==> config.mk <==
export PLATFORM = sky130hd
export DESIGN_NAME = register_bank_writer
export DESIGN_NICKNAME = d
export VERILOG_FILES = /design/src/rtl/register_bank_writer_pkg.sv /design/src/rtl/register_bank_writer_write_decoder.sv /design/src/rtl/register_bank_writer.sv
export SDC_FILE = /design/constraint.sdc
export NUM_CORES = 1
export LEC_CHECK = 0
export CORE_AREA = 2 2 412 414
export DETAILED_ROUTE_END_ITERATION = 6
export DIE_AREA = 0 0 414 416
export PLACE_DENSITY = 0.55
export SETUP_SLACK_MARGIN = 0.2
export SLEW_MARGIN = 5
export SYNTH_ARGS = -nofsm -noshare
export SYNTH_HDL_FRONTEND = slang
export SYNTH_HIERARCHICAL = 1
export SYNTH_SLANG_ARGS = --single-unit
==> constraint.sdc <==
create_clock -name clk -period 3.45 [get_ports clk]
set_clock_uncertainty 0.15 [all_clocks]
set_input_delay 1.035 -clock clk [delete_from_list [all_inputs] [get_ports clk]]
set_output_delay 1.035 -clock clk [all_outputs]
set_load 0.03 [all_outputs]
Cell area per tile:
The die is cut into 21 by 21 equal tiles; dark purple is low, yellow is high, 0 to 100% covered.
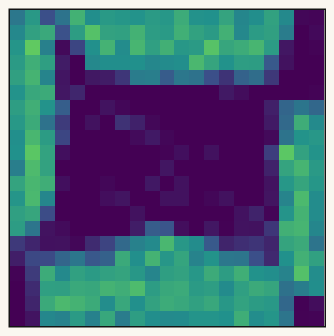
densest ninth of the die: south
nearly empty tiles: 29%
fullest tile: 75%
emptiest ninth of the die: center
core area: 168000 µm²
Initial Util: 21.6%
final core utilization: 32.2%

Sequential cells grouped by signal name:
(1 px per µm)
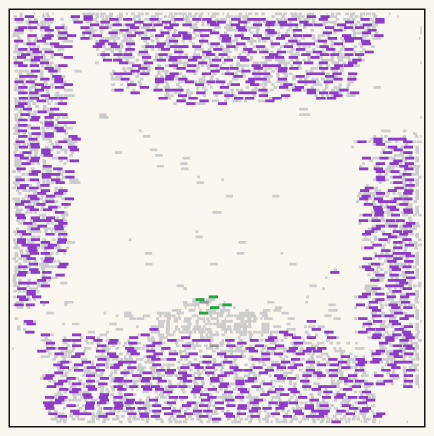
legend:
  green:
    signal: cnt_q
    placed_flops: 5
  purple:
    signal: Reg_Bus
    placed_flops: 992
    where: widely spread
not colored: 2
Seq. pwr: 13.1 mW
register area: 25000 µm²
Seq/total area: 46.2%

==> metrics.cfg <==
[run_status]
run_status = complete, no violations

[floorplan]
fp.dieW_um = 414
io_pins = 1068
die_h_um = 416
rows = 151
dieArea_um2 = 172000

[worst_setup_path]
crit_required_ns = 2.26
critPathSlowestCell = clkdlybuf4s50_1
cpPeakStageDelay_ns = 0.76
start_kind = register
cp_num_buf_inv = 1
worstRegToRegCells = 10
cp_num_cells = 1
path_max_fanout = 2
end_kind = primary output
path_delay_family = buffers and inverters
crit_type = reg -> out
arrival_ns = 1.95
crit_chain = clkdlybuf4s50_1
r2r_slack_ns = 0.51

[synth]
synthesis.area_um2 = 36300
synthCells = 2469
ys_warn_count = 70
synth_area_per_cell_um2 = 14.7

[global_route]
grt_max_degree = 94
grt_usage_pct = 20.0
grt_pass1_vias = 28100
busiest_layer = met2
gr-usage-met1_pct = 24.2
use_met2_pct = 34.1
grt_util_met3_pct = 5.22
grt_overflow = 0
antenna_found_initial = 6
grt_first_pass_wirelength_um = 244000

[clocking]
clock-sinks = 999
h-tree-depth = 3
worstSkewPairLatency_ns = 0.73
root_buffer = clkbuf_16
cts_resized = 2
hold_buffers = 0
cts_buffers = 109
cts_setup_buffers = 0
cts_tree = built
clock_path_buffers = 3
clk_pin_slew_ns = 0.07

[place]
port_buffers = 1034
hpwl_um = 121000
place.gp.congestion = 0.804

[drt]
final_antenna_net_count = 0
drt-initial-drc-count = 2627
vias_per_cell = 4.87
via_count = 28100
route.detailed.drc = 0
dr.pass1.iters = 5
routedWlPerCell_um = 31.0
routed_wl_um = 179000

[final_timing]
slew_headroom_pct = 12.4
slew_viol_final = 0
setup_viol = 0
period_needed_ns = 3.14
layout_worst_path_cycle_share_pct = 90.9
hold_viol = 0
worstMarginPinSlew_ns = 1.31
fmax_mhz = 319
rsz0062_at_grt = no

[power_and_ir_drop]
p_leak_nw = 24.3
p_per_area_nw_per_um2 = 592
finalPower_mw = 32.0
peakVddDrop_v = 0.000390

[layout]
nNetsFinal = 3511
drive_gt1_share_pct = 12.8
largest_register_ffs = 992
fillerInstances = 16700
areaGrowthSynthToFinish_pct = 49.2

[flow_run]
cap_violations = 0
openroad.warnings = 31

[min_path]
hold_class = in -> async

==> placed cells by master (no fill, tap or decap), types with 5 or more instances in the layout <==
cell type,instances
a21oi_4,14
a22o_1,992
a31oi_4,17
buf_12,68
buf_2,29
buf_4,105
bufinv_16,11
clkbuf_1,17
clkbuf_16,109
clkbuf_8,29
clkdlybuf4s50_1,1001
clkinv_2,18
clkinvlp_4,5
conb_1,33
dfrtp_1,999
ha_1,7
inv_1,6
nand2_1,6
nor2_4,31
==> power breakdown <==
| part | leakage, nW | internal, mW | switching [mW] |
|---|---|---|---|
| logic | 8.53 | 2.25 | 4.30 |
| registers | 13.9 | 12.5 | 0.556 |
| clock network | 1.87 | 7.28 | 5.12 |
==> routing by layer <==
layer	vias to the layer above	wire, µm
li1	11300	-
met2	1514	89400
met1	15000	69100
met5	-	0
met4	0	6170
met3	287	14400
==> layout make-up <==
type	count	area, µm²	share of cell area, %
Inverter	6	22.5	0.0416
Timing Repair Buffer	1206	12300	22.8
Multi-Input combinational cell	1141	10200	18.8
Clock inverter	45	612	1.13
Antenna cell	3	7.51	0.0139
Tap cell	2218	2780	5.13
Sequential cell	999	25000	46.2
Clock buffer	155	3190	5.89
==> metrics by stage <==
| stage | setup TNS (ns) | hold slack [ns] | std cells | worst slack (ns) | cell area (µm²) |
|---|---|---|---|---|---|
| global route | 0 | 0.149 | 5773 | 0.260 | 54100 |
| detailed placement | -62.67 | 0.329 | 5570 | -0.324 | 50300 |
| CTS | 0 | 0.123 | 5770 | 0.247 | 54100 |
| finish | 0 | 0.174 | 5773 | 0.314 | 54100 |
| global placement | -48.97 | 0.328 | 5570 | -0.283 | 50300 |
| floorplan | 0 | 0.382 | 2501 | 0.455 | 36400 |
No activity file was given, so power comes from the tool's default toggle rates.
